===== src/rtl/hex_display_pkg.sv =====
// Shared glyph constants and load FSM state type for the hex display driver.
package hex_display_pkg;

  localparam int unsigned SEG_W = 7;

  // Active-low segment pattern with every segment off.
  localparam logic [SEG_W-1:0] SEG_BLANK = 7'h7F;

  // Active-low glyphs for nibble values 0..F; bit 0 = a ... bit 6 = g.
  localparam logic [SEG_W-1:0] GLYPH_TABLE [16] = '{
    7'h40, 7'h79, 7'h24, 7'h30, 7'h19, 7'h12, 7'h02, 7'h78,
    7'h00, 7'h10, 7'h08, 7'h03, 7'h46, 7'h21, 7'h06, 7'h0E
  };

  typedef enum logic {
    ST_IDLE = 1'b0,
    ST_LOAD = 1'b1
  } load_state_e;

endpackage


===== src/rtl/hex_display_driver_hex_to_7seg.sv =====
// Combinational nibble-to-glyph decoder, shared by all digits during a load.
module hex_to_7seg
  import hex_display_pkg::*;
(
  input  logic [3:0]       nibble_i,
  output logic [SEG_W-1:0] glyph_c_o
);

  // Table lookup of the active-low glyph.
  always_comb begin
    glyph_c_o = GLYPH_TABLE[nibble_i];
  end

endmodule


===== src/rtl/hex_display_driver.sv =====
// Multi-digit 7-segment driver: accepts a hex value, writes digits one per
// cycle (most significant first) through one shared decoder, and drives
// registered active-low segments with per-digit blink and global blanking.
// Optional build macro HEX_DISPLAY_LZB_EN blanks leading zero digits
// (digit 0 is never blanked).
module hex_display_driver
  import hex_display_pkg::*;
#(
  parameter int unsigned NUM_DIGITS = 4,
  parameter int unsigned BLINK_DIV  = 12000000
) (
  input  logic                    clk,
  input  logic                    reset,
  input  logic [4*NUM_DIGITS-1:0] value_in,
  input  logic                    value_valid,
  output logic                    value_ready,
  input  logic                    enable,
  input  logic [NUM_DIGITS-1:0]   blink_mask,
  output logic [7*NUM_DIGITS-1:0] segments
);

  localparam int unsigned VAL_W = 4 * NUM_DIGITS;
  localparam int unsigned IDX_W = (NUM_DIGITS > 1) ? $clog2(NUM_DIGITS) : 1;
  localparam int unsigned CNT_W = $clog2(BLINK_DIV);
  localparam logic [IDX_W-1:0] LAST_IDX = IDX_W'(NUM_DIGITS - 1);
  localparam logic [CNT_W-1:0] CNT_MAX  = CNT_W'(BLINK_DIV - 1);

  load_state_e              state_q;
  logic                     ready_q;
  logic [IDX_W-1:0]         idx_q;
  logic [VAL_W-1:0]         value_q;
  logic [3:0]               nibble_d;
  logic [SEG_W-1:0]         dec_glyph;
  logic [SEG_W-1:0]         glyph_d;
  logic [SEG_W-1:0]         glyph_q [NUM_DIGITS];
  logic [CNT_W-1:0]         blink_cnt_q;
  logic                     blink_phase_q;
  logic [7*NUM_DIGITS-1:0]  segments_q;
`ifdef HEX_DISPLAY_LZB_EN
  logic                     lead_zero_q;
`endif

  // Load FSM: latch value on accept, then step digit index down to 0.
  always_ff @(posedge clk) begin
    if (reset) begin
      state_q     <= ST_IDLE;
      ready_q     <= 1'b1;
      idx_q       <= '0;
      value_q     <= '0;
`ifdef HEX_DISPLAY_LZB_EN
      lead_zero_q <= 1'b1;
`endif
    end else begin
      case (state_q)
        ST_IDLE: begin
          if (value_valid) begin
            value_q     <= value_in;
            idx_q       <= LAST_IDX;
            state_q     <= ST_LOAD;
            ready_q     <= 1'b0;
`ifdef HEX_DISPLAY_LZB_EN
            lead_zero_q <= 1'b1;
`endif
          end
        end
        ST_LOAD: begin
`ifdef HEX_DISPLAY_LZB_EN
          if (nibble_d != 4'h0) begin
            lead_zero_q <= 1'b0;
          end
`endif
          if (idx_q == '0) begin
            state_q <= ST_IDLE;
            ready_q <= 1'b1;
          end else begin
            idx_q <= idx_q - IDX_W'(1);
          end
        end
        default: begin
          state_q <= ST_IDLE;
          ready_q <= 1'b1;
        end
      endcase
    end
  end

  // Select the nibble of the digit currently being written.
  always_comb begin
    nibble_d = 4'h0;
    for (int i = 0; i < NUM_DIGITS; i++) begin
      if (idx_q == IDX_W'(i)) begin
        nibble_d = value_q[4*i +: 4];
      end
    end
  end

  hex_to_7seg u_dec (
    .nibble_i  (nibble_d),
    .glyph_c_o (dec_glyph)
  );

  // Glyph to store for the current digit, with optional leading-zero blanking.
  always_comb begin
`ifdef HEX_DISPLAY_LZB_EN
    glyph_d = (lead_zero_q && (nibble_d == 4'h0) && (idx_q != '0)) ? SEG_BLANK : dec_glyph;
`else
    glyph_d = dec_glyph;
`endif
  end

  // Glyph store: one digit written per LOAD cycle; others keep their glyph.
  always_ff @(posedge clk) begin
    if (reset) begin
      for (int i = 0; i < NUM_DIGITS; i++) begin
        glyph_q[i] <= SEG_BLANK;
      end
    end else if (state_q == ST_LOAD) begin
      for (int i = 0; i < NUM_DIGITS; i++) begin
        if (idx_q == IDX_W'(i)) begin
          glyph_q[i] <= glyph_d;
        end
      end
    end
  end

  // Free-running blink divider; phase flips on each wrap.
  always_ff @(posedge clk) begin
    if (reset) begin
      blink_cnt_q   <= '0;
      blink_phase_q <= 1'b0;
    end else if (blink_cnt_q == CNT_MAX) begin
      blink_cnt_q   <= '0;
      blink_phase_q <= ~blink_phase_q;
    end else begin
      blink_cnt_q   <= blink_cnt_q + CNT_W'(1);
    end
  end

  // Registered segment outputs with enable and blink blanking.
  always_ff @(posedge clk) begin
    if (reset) begin
      segments_q <= {NUM_DIGITS{SEG_BLANK}};
    end else begin
      for (int i = 0; i < NUM_DIGITS; i++) begin
        segments_q[7*i +: 7] <= (!enable || (blink_phase_q && blink_mask[i])) ? SEG_BLANK : glyph_q[i];
      end
    end
  end

  assign value_ready = ready_q;
  assign segments    = segments_q;

endmodule

===== config.mk =====
export PLATFORM = sky130hd
export DESIGN_NAME = hex_display_driver
export DESIGN_NICKNAME = d
export VERILOG_FILES = /design/src/rtl/hex_display_pkg.sv /design/src/rtl/hex_display_driver_hex_to_7seg.sv /design/src/rtl/hex_display_driver.sv
export SDC_FILE = /design/constraint.sdc
export NUM_CORES = 1
export LEC_CHECK = 0
export ABC_CLOCK_PERIOD_IN_PS = 3720
export CAP_MARGIN = 15
export CELL_PAD_IN_SITES_DETAIL_PLACEMENT = 0
export CELL_PAD_IN_SITES_GLOBAL_PLACEMENT = 1
export CORE_ASPECT_RATIO = 1.1
export CORE_MARGIN = 8
export CORE_UTILIZATION = 43
export CTS_CLUSTER_DIAMETER = 100
export DETAILED_ROUTE_END_ITERATION = 8
export MAX_ROUTING_LAYER = met4
export PLACE_DENSITY = 0.84
export SLEW_MARGIN = 5
export SYNTH_ARGS = -nofsm -noshare
export SYNTH_HDL_FRONTEND = slang
export SYNTH_SLANG_ARGS = --single-unit

===== constraint.sdc =====
create_clock -name clk -period 3.72 [get_ports clk]
set_clock_uncertainty 0.05 [all_clocks]
set_input_delay 0.744 -clock clk [delete_from_list [all_inputs] [get_ports clk]]
set_output_delay 0.744 -clock clk [all_outputs]
set_load 0.05 [all_outputs]

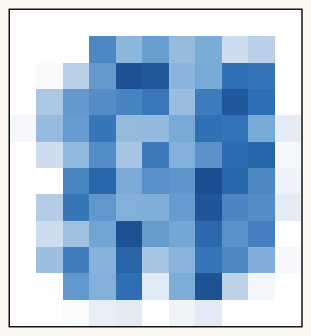
(images/density.png)
The die is cut into 11 by 12 equal tiles; white is low, dark blue is high, 0 to 100% covered.
fullest tile = 88%
nearly empty tiles = 27%
emptiest ninth of the die = top left

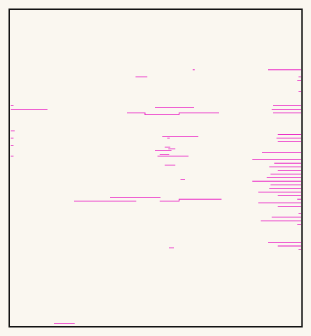
(images/met3.png)
wire length on this layer = 490 um
share of all routed wire = 6.3%
nets with wire on the layer = 50

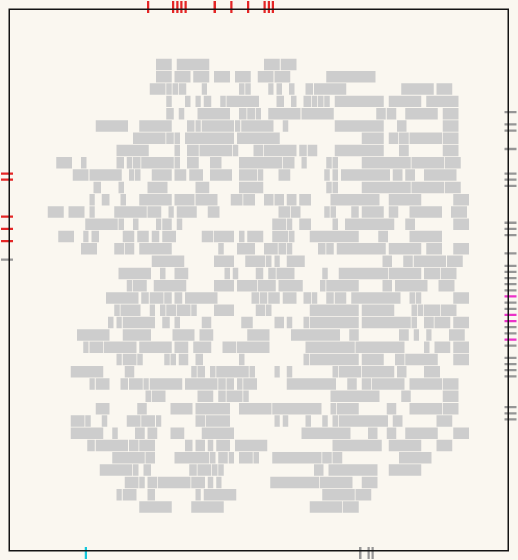
(images/pins.png)
Pins as bars across the die edge, other pins in grey.
cyan -> clk  # pins 1, direction input, edge bottom
magenta -> blink_mask  # pins 4, direction input, edge right
red -> value_in  # pins 16, direction input, edge 11 top, 5 left
all pins by edge = 32 right, 11 top, 6 left, 4 bottom

==> COMMIT_EDITMSG <==
Log flow metrics for this revision

- Yosys printed 0 warnings.
* Number of I/O port buffers: 52
- Clk sink count: 101
* Worst setup path class: flip-flop to flip-flop
- The net count of the finished layout is 492.
* Hold WS: 0.3853 ns
- Final Wtd Congestion: 0.8288
* Hold Crit Depth: 1
* Cell area after technology mapping: 0.004188 mm^2
* Max-cap violation count: 0
* Cell-internal power: 1689 uW
- According to the floorplan report, the die width is 110.1 um.
- Clock tree from TritonCTS: yes
- Total global-route track usage: 0.1271
- Number of cells in Yosys stat: 408
- The OpenROAD report gives the critical path a data arrival time of 2.94 ns.
- Max_slew headroom: 0.4953
- Die extent in y: 119.5 um
* Root Driver: sky130_fd_sc_hd__clkbuf_8
- Setup repair after global routing left no endpoint under its margin.
- Largest voltage drop on the vdd net: 0.1794 mV
- Net Sw Frac: 0.2568
- The synthesis stats list as the most numerous cell sky130_fd_sc_hd__nand2_1.
- Buffers added to address setup during post-CTS repair amount to 0.
* Instance tally after logic synthesis: 408
* Number of endpoints with negative hold slack in the final report: 0
* Period minus WS final: 2.892 ns
- The worst hold path begins at glyph_q[0][3].
- Largest cells by area: sky130_fd_sc_hd__dfxtp_1 (35%), sky130_fd_sc_hd__edfxtp_1 (20%), sky130_fd_sc_hd__nand2_1 (7.3%)
* Via count of the first global-routing pass: 2813
* Net count after synthesis: 443
* P_sw: 583.8 uW
- Total power normalized to cell area comes to 454.1 mW/mm^2.
- Number of H-tree levels: 3
- Data on the critical path is required at its endpoint by 3.76 ns.
- Die Area: 0.01316 mm^2
- Part of the power in the clock network: 0.340
* Run status: finished, final reports clean
- Number of ports placed on the die boundary: 53
- Pin count of the biggest net entering global routing: 21
* Resize count post-CTS: 0
* Chain of cells forming the critical path: ha_1 -> a211oi_1 -> a221oi_1 -> buf_4 -> inv_1 -> ha_1 -> mux2_2 -> a21oi_1 -> nand2_1
- The number of cells on the worst reg-to-reg path is 9.
* Leading post-synthesis cells by instance count: sky130_fd_sc_hd__nand2_1 (82), sky130_fd_sc_hd__dfxtp_1 (73), sky130_fd_sc_hd__nor2_1 (31)
- The largest total area in the synthesized netlist belongs to sky130_fd_sc_hd__dfxtp_1.
* Cell occurring most often along the worst timing path: sky130_fd_sc_hd__ha_1
- Number of diodes added for antenna fixing: 0
* Maximum net fanout on the critical path: 13
* CTS clock-pin slew for the worst setup and hold paths: 0.09 ns
- Per the synth stats, the proportion of register bits with asynchronous set or reset is 0.
- For reference, the critical path is launched at idx_q[0].
* Post-synth seq share: 0.5497
- The average instance in the mapped netlist occupies 10.26 um^2.
- The script extracted a total leakage power of 0.001717 uW.
- Worst Hold Class: flip-flop to flip-flop
- Endpoint class of the critical path: flip-flop
- Global-route wire length before repair: 13040 um
* Master of the slowest instance on the critical path: sky130_fd_sc_hd__ha_1
- The later pin in the worst-skew pair is clocked with a latency of 0.35 ns.
- In this run the critical register-to-register path is launched from idx_q[0].
- The routed design shows a via density per instance of 4.891.
* Count of hold-fix buffers inserted at cts: 0
- Dividing the final minimum period by the clock period gives 0.7775.
* Fin Setup TNS: 0 ns
* Yosys synthesis chip area: 0.004188 mm^2
- Register share of total power: 0.518
- The wire-length estimate of the detail-placed layout is 5922 um.
- The floorplan step records an initial core utilization of 0.4456.
- The first detailed-routing pass took 4 iterations.
- Of the cells placed in the final design, the portion with a size suffix greater than 1 is 0.1407.
- Number of distinct library cells after synthesis: 48
* Leading register cell type out of synthesis: sky130_fd_sc_hd__dfxtp_1
* Clock Path Buffers: 2
* Fraction of power consumed by combinational cells: 0.143
- Compared with the post-synthesis result, the final layout area differs by 19.54%.
- DRC violations left: 0
- Actual slew at the worst max-slew pin: 0.7547 ns
- Antenna-violating nets left: 0
[final cells by class]
| type | instances | area, um^2 |
|---|---|---|
| fill | 850 | 4392 |
| clock buffer | 10 | 137.6 |
| multi-input combinational | 281 | 1752 |
| tap | 117 | 146.4 |
| inverter | 9 | 33.78 |
| timing repair buffer | 55 | 543.0 |
| clock inverter | 6 | 91.34 |
| sequential | 101 | 2302 |
[metrics by stage]
stage	instance area, um^2	cells	total power [uW]	util	worst slack [ns]
2_1_floorplan	4188	408	1432	-	1.010
3_3_place_gp	4777	563	1520	0.5083	0.8678
3_5_place_dp	4777	563	1527	0.5083	0.8094
4_1_cts	5006	579	2298	0.5327	0.7946
5_1_grt	5006	579	2378	0.5327	0.5309
6_report	5006	579	2273	0.5327	0.8277
[layout by cell type (no fill, tap or decap), drive strengths merged, types with 10 or more instances in the layout]
master / synthesis / layout
nand2: 82 / 82
dfxtp: 73 / 73
clkdlybuf4s50: 0 / 52
nor2: 31 / 31
or2: 30 / 30
edfxtp: 28 / 28
a21oi: 21 / 21
xor2: 17 / 17
nand3: 14 / 14
ha: 11 / 11
inv: 9 / 11
clkbuf: 10 / 10
[registers in the layout, indices dropped and copies added, names as in the netlist]
signal	flops
idx_q	2
state_q	1
segments	28
value_q	16
value_ready	1
glyph_q	28
blink_phase_q	1
blink_cnt_q	24
[power groups by stage]
stage | logic, uW | registers, uW | clock network [uW]
final | 324 | 1180 | 772
after global routing | 358 | 1180 | 838
after CTS | 326 | 1180 | 795
after detailed placement | 324 | 1200 | 0
after global placement | 318 | 1200 | 0
after floorplan | 225 | 1210 | 0
[worst max-delay path: cells and delay by family (launching register included)]
family | cells | cell delay (ns)
AND/OR/NAND/NOR | 1 | 0.11
flip-flops | 1 | 0.42
multiplexers | 1 | 0.28
buffers and inverters | 2 | 0.28
AND-OR/OR-AND | 3 | 0.76
adder cells (fa/ha/maj) | 2 | 0.73
[logic make-up after synthesis]
family,synth area share
DFF,0.5497
and+or+nand+nor,0.2525
buffers and inverters,0.03197
muxes,0.01285
AOI/OAI and AO/OA,0.07200
xor gates and xnor gates,0.04810
adders and majority gates,0.03286
[worst max-delay path by stage]
stage / cells past startpoint / endpoint / slack [ns]
after floorplan: 10 / glyph_q[3][5] / 1.01
after global placement: 9 / glyph_q[2][5] / 0.87
after detailed placement: 9 / glyph_q[2][5] / 0.81
after CTS: 9 / glyph_q[2][5] / 0.79
after global routing: 9 / glyph_q[2][5] / 0.53
final: 9 / glyph_q[2][5] / 0.83
[layer usage]
metal  part of all wire  wire length (um)  track usage  up-vias
met5                  0                 0            -        -
met4              0.013               102      0.06672        0
met3              0.062               490      0.02516        6
met2               0.48              3739       0.1962       68
met1               0.45              3514       0.1530     1287
li1                   -                 -            -     1471
Power figures rest on the tool's default switching activity, not on a simulated workload.
